==> src/rtl/mycpu_pkg.sv <==
// Shared writeback types: decode's write_reg_t descriptor plus the commit FSM
// states and the load-request bundle consumed by load_extract.
package mycpu_pkg;

  localparam int XLEN   = 32;
  localparam int GPR_AW = 5;

  typedef enum logic [1:0] {
    SRC_NOP = 2'd0,
    SRC_ALU = 2'd1,
    SRC_MEM = 2'd2
  } src_t;

  typedef struct packed {
    logic              valid;
    src_t              src;
    logic [XLEN-1:0]   value;
    logic [GPR_AW-1:0] dst;
  } write_reg_t;

  typedef enum logic [1:0] {
    IDLE     = 2'd0,
    WAIT_MEM = 2'd1,
    COMMIT   = 2'd2
  } wb_state_t;

  // Encoding 3 is not a named size; consumers treat it as a word.
  typedef enum logic [1:0] {
    LD_B = 2'd0,
    LD_H = 2'd1,
    LD_W = 2'd2
  } load_size_t;

  typedef struct packed {
    load_size_t size;
    logic       is_unsigned;
    logic [1:0] off;
  } load_req_t;

endpackage

==> src/rtl/writeback_commit_load_extract.sv <==
// Combinational load-data extraction: selects the byte/half lane of the raw
// aligned word and sign- or zero-extends it to DATA_W.
module load_extract
  import mycpu_pkg::*;
#(
  parameter int DATA_W = XLEN
)(
  input  logic [DATA_W-1:0] raw,
  input  load_req_t         req,
  output logic [DATA_W-1:0] value
);

  logic [7:0]  byte_lane;
  logic [15:0] half_lane;

  function automatic logic [DATA_W-1:0] extend_byte(input logic [7:0] b, input logic zext);
    return {{(DATA_W-8){b[7] & ~zext}}, b};
  endfunction

  function automatic logic [DATA_W-1:0] extend_half(input logic [15:0] h, input logic zext);
    return {{(DATA_W-16){h[15] & ~zext}}, h};
  endfunction

  always_comb begin
    value     = raw;
    byte_lane = raw[{req.off, 3'b000} +: 8];
    half_lane = raw[{req.off[1], 4'b0000} +: 16];
    case (req.size)
      LD_B:    value = extend_byte(byte_lane, req.is_unsigned);
      LD_H:    value = extend_half(half_lane, req.is_unsigned);
      default: value = raw;
    endcase
  end

endmodule

==> src/rtl/writeback_commit.sv <==
// Writeback/commit stage: resolves the retiring instruction's value, drives the
// GPR write port, hazard outputs and retire. Optional WRITEBACK_DEBUG_EN adds trace ports.
module writeback_commit
  import mycpu_pkg::*;
#(
  parameter int DATA_W = XLEN,
  parameter int REG_AW = GPR_AW
)(
  input  logic              clk,
  input  logic              resetn,
  input  logic              in_valid,
  output logic              in_ready,
  input  write_reg_t        in_wr,
  input  logic [DATA_W-1:0] in_alu,
  input  logic [DATA_W-1:0] in_pc,
  input  logic [1:0]        in_ld_size,
  input  logic              in_ld_unsigned,
  input  logic [1:0]        in_ld_off,
  input  logic              mem_resp_valid,
  input  logic [DATA_W-1:0] mem_resp_data,
  output logic              rf_we,
  output logic [REG_AW-1:0] rf_waddr,
  output logic [DATA_W-1:0] rf_wdata,
  output logic              pend_valid,
  output logic [REG_AW-1:0] pend_dst,
  output logic              pend_is_mem,
  output logic              retire
`ifdef WRITEBACK_DEBUG_EN
  ,
  output logic [31:0]       debug_wb_pc,
  output logic [3:0]        debug_wb_rf_wen,
  output logic [4:0]        debug_wb_rf_wnum,
  output logic [31:0]       debug_wb_rf_wdata
`endif
);

  wb_state_t         state, state_nxt;
  logic              accept;
  logic              held_valid_p1;
  logic [REG_AW-1:0] held_dst_p1;
  logic [DATA_W-1:0] held_data_p1;
  load_req_t         held_req_p1;
  logic [DATA_W-1:0] ld_value;
  logic              held_writes;

  load_extract #(.DATA_W(DATA_W)) u_load_extract (
    .raw   (mem_resp_data),
    .req   (held_req_p1),
    .value (ld_value)
  );

  always_ff @(posedge clk or negedge resetn) begin
    if (!resetn) state <= IDLE;
    else         state <= state_nxt;
  end

  always_comb begin
    state_nxt = state;
    in_ready  = 1'b0;
    accept    = 1'b0;
    retire    = 1'b0;
    case (state)
      IDLE, COMMIT: begin
        in_ready = 1'b1;
        retire   = (state == COMMIT);
        if (in_valid) begin
          accept    = 1'b1;
          state_nxt = (in_wr.src == SRC_MEM) ? WAIT_MEM : COMMIT;
        end else begin
          state_nxt = IDLE;
        end
      end
      WAIT_MEM: if (mem_resp_valid) state_nxt = COMMIT;
      default:  state_nxt = IDLE;
    endcase
  end

  // p1: descriptor captured at accept; load data overwrites the value on response
  always_ff @(posedge clk or negedge resetn) begin
    if (!resetn) begin
      held_valid_p1 <= 1'b0;
      held_dst_p1   <= '0;
      held_data_p1  <= '0;
      held_req_p1   <= '0;
    end else if (accept) begin
      held_valid_p1 <= in_wr.valid;
      held_dst_p1   <= in_wr.dst;
      held_req_p1   <= '{size: load_size_t'(in_ld_size), is_unsigned: in_ld_unsigned, off: in_ld_off};
      held_data_p1  <= (in_wr.src == SRC_ALU) ? in_alu : in_wr.value;
    end else if ((state == WAIT_MEM) && mem_resp_valid) begin
      held_data_p1  <= ld_value;
    end
  end

  assign held_writes = held_valid_p1 && (held_dst_p1 != '0);
  assign rf_we       = (state == COMMIT) && held_writes;
  assign rf_waddr    = held_dst_p1;
  assign rf_wdata    = held_data_p1;
  assign pend_valid  = (state != IDLE) && held_writes;
  assign pend_dst    = held_dst_p1;
  assign pend_is_mem = (state == WAIT_MEM);

`ifdef WRITEBACK_DEBUG_EN
  logic [DATA_W-1:0] held_pc_p1;

  always_ff @(posedge clk or negedge resetn) begin
    if (!resetn)     held_pc_p1 <= '0;
    else if (accept) held_pc_p1 <= in_pc;
  end

  assign debug_wb_pc       = (state == COMMIT) ? held_pc_p1 : '0;
  assign debug_wb_rf_wen   = {4{rf_we}};
  assign debug_wb_rf_wnum  = (state == COMMIT) ? held_dst_p1 : '0;
  assign debug_wb_rf_wdata = (state == COMMIT) ? held_data_p1 : '0;
`else
  logic unused_pc;
  assign unused_pc = ^in_pc;
`endif

endmodule

==> config.mk <==
export PLATFORM = sky130hd
export DESIGN_NAME = writeback_commit
export DESIGN_NICKNAME = d
export VERILOG_FILES = /design/src/rtl/mycpu_pkg.sv /design/src/rtl/writeback_commit_load_extract.sv /design/src/rtl/writeback_commit.sv
export SDC_FILE = /design/constraint.sdc
export NUM_CORES = 1
export LEC_CHECK = 0
export CAP_MARGIN = 20
export CORE_ASPECT_RATIO = 1.25
export CORE_MARGIN = 2
export CORE_UTILIZATION = 37
export CTS_CLUSTER_DIAMETER = 60
export DETAILED_ROUTE_END_ITERATION = 6
export PLACE_DENSITY = 0.79
export SKIP_CTS_REPAIR_TIMING = 1
export SYNTH_ARGS = -nofsm -noshare
export SYNTH_HDL_FRONTEND = slang
export SYNTH_SLANG_ARGS = --single-unit
==> constraint.sdc <==
create_clock -name clk -period 1.9 [get_ports clk]
set_input_delay 0.38 -clock clk [delete_from_list [all_inputs] [get_ports clk]]
set_output_delay 0.38 -clock clk [all_outputs]
set_load 0.005 [all_outputs]
==> images/m3.png <==
Scale bar: 20 um.
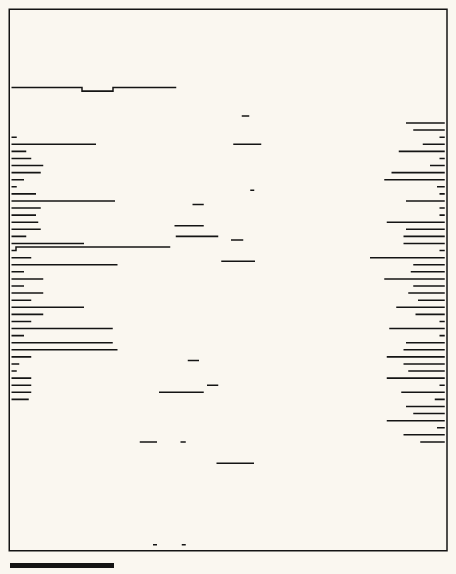
nets with wire on the layer: 95
main direction: horizontal
wire length on this layer: 629 um
longest straight run: 29.4 um
share of all routed wire: 6.6%

==> run summary <==
yosys + openroad results -> Hold WS 55.1 ps, synthesis-to-layout area growth 67.0%, Max Clock Freq 483 MHz, Starting DRT DRC Count 138, failing checks setup timing, PortBufs 159, Critical Path RT 1520 ps, die area 8670 um^2, PwrDens 649 nW/um^2, status finished with violations, Final Slew Violations 0, final period utilization 109%, Post-Place Setup Slack -272 ps, synthesized cell area 2940 um^2, PnR worst setup slack -168 ps, share of the synthesized area in the top cell type 38.3%, Clock Pin Slew Worst Setup and Hold Paths 90 ps, clock root cell clkbuf_8, CP Class register to output port, arrival time worst endpoint 1690 ps, final net count 633, antenna violations before repair 0, Synth area leaders dfrtp_1 38%, mux2i_1 12%, nand2_1 7.3%, a221oi_2 5.1%, a221oi_1 4.2%, top cells by count, synth 57 x nand2_1, 45 x dfrtp_1, 34 x mux2i_1, Routability Congestion 0.802, Worst VDD drop 332 uV, Worst Setup Start Kind register, Comb pwr share 41.0%, post-route cell area 4910 um^2, Top cells excl fill/tap 155 x clkdlybuf4s50_1, 57 x nand2_1, 44 x dfrtp_1, 34 x mux2i_1, 24 x buf_4, yosys synthesis chip area 2940 um^2, max reg flops 32, placed cell areas 4770 um^2, largest net degree at the start of global routing 43, sequential share of power 38.5%, Non-Filler Instances 584, max cap viols 0, vias in the first global route 3094, tool warning count 59, clock tree buffer depth 2, GRT Total Usage 21.5%, Final setup viols 2, die width 83.7 um, Flops after synth 45, worst reg2reg path startpoint held_req_p1[1], clock share of power 20.5%, drt first pass iters 4, # clock sinks 45, sequential share of the synthesized area 38.3%, CP Launch Point pend_dst[4], Synth area leader dfrtp_1, Vias 3055, R2R setup slack 130 ps, setup TNS -314 ps, flip-flops with a built-in enable 0, Commonest Layout Cell clkdlybuf4s50_1, syn avg cell area 9.07 um^2, I/O Pins 192, CTS buffer count 5, Slew @ Worst Pin 522 ps, Sw Share 29.7%, CTS tree done, Via density 5.23, Worst R2R End rf_wdata[20], Max-Slew Margin vs Limit 65.2%, most common cell in the netlist nand2_1, placed cell count 572, CP Capture Type output port, minimum clock period 2070 ps, Async S/R FF share, synth 100%, DR WL/cell 16.4 um
==> images/util_map.png <==
8 x 10 tiles, from black (low) to pale yellow (high), 0 to 100% covered.
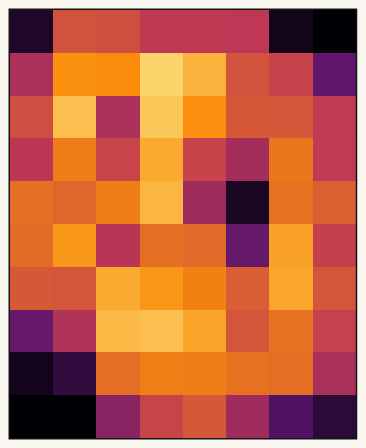
tiles over 75% full: 20%
nearly empty tiles: 3.7%
mean over tiles: 55%
emptiest ninth of the die: bottom left
fullest tile: 91%
final core occ: 63.3%
Initial Util: 37.9%
Core Area: 7750 um^2

## critical path, stage by stage, from the launching register on
cell and delay (ps):
dfrtp_1 400, or4_4 550, o21ai_4 170, buf_4 120
nor3b_1 40, clkbuf_2 110
## routing by layer
metal | share of wire (%) | track usage [%]
met1 | 42 | 26.9
met3 | 6.6 | 4.70
met5 | 0 | 0
met2 | 51 | 37.7
met4 | 1.1 | 4.61
## area by class of cell
| cell class | count | area, um^2 |
|---|---|---|
| fill | 676 | 2840 |
| timing repair buffer | 189 | 1880 |
| multi-input combinational | 237 | 1640 |
| sequential | 45 | 1130 |
| tap | 95 | 119 |
| clock buffer | 7 | 96.3 |
| inverter | 10 | 37.5 |
| clock inverter | 1 | 5.00 |
## power by group through the flow
stage	combinational, W	sequential, W	clock, W
6_report	0.00131	0.00123	0.000653
5_1_grt	0.00141	0.00125	0.000707
4_1_cts	0.00130	0.00122	0.000666
3_5_place_dp	0.00129	0.00124	0
3_3_place_gp	0.00127	0.00123	0
2_1_floorplan	0.000529	0.00124	0
## worst min-delay path by stage
stage | start | endpoint | slack (ps)
final | resetn | rf_wdata[23] | 60
after floorplan | resetn | held_req_p1[0] | 80
after global placement | resetn | rf_wdata[21] | 370
after global routing | resetn | rf_wdata[1] | 90
after CTS | resetn | rf_wdata[2] | 60
after detailed placement | resetn | rf_wdata[23] | 380
## cells by family (layout without fill, tap and decap cells)
| logic type | Yosys count | in the layout | share of synthesized area, % |
|---|---|---|---|
| mux | 42 | 42 | 15.0 |
| buf+inv | 42 | 207 | 6.81 |
| compound gates | 71 | 71 | 19.8 |
| simple gates | 124 | 124 | 20.1 |
| flops | 45 | 45 | 38.3 |
Power is estimated from default activity; no workload was simulated.
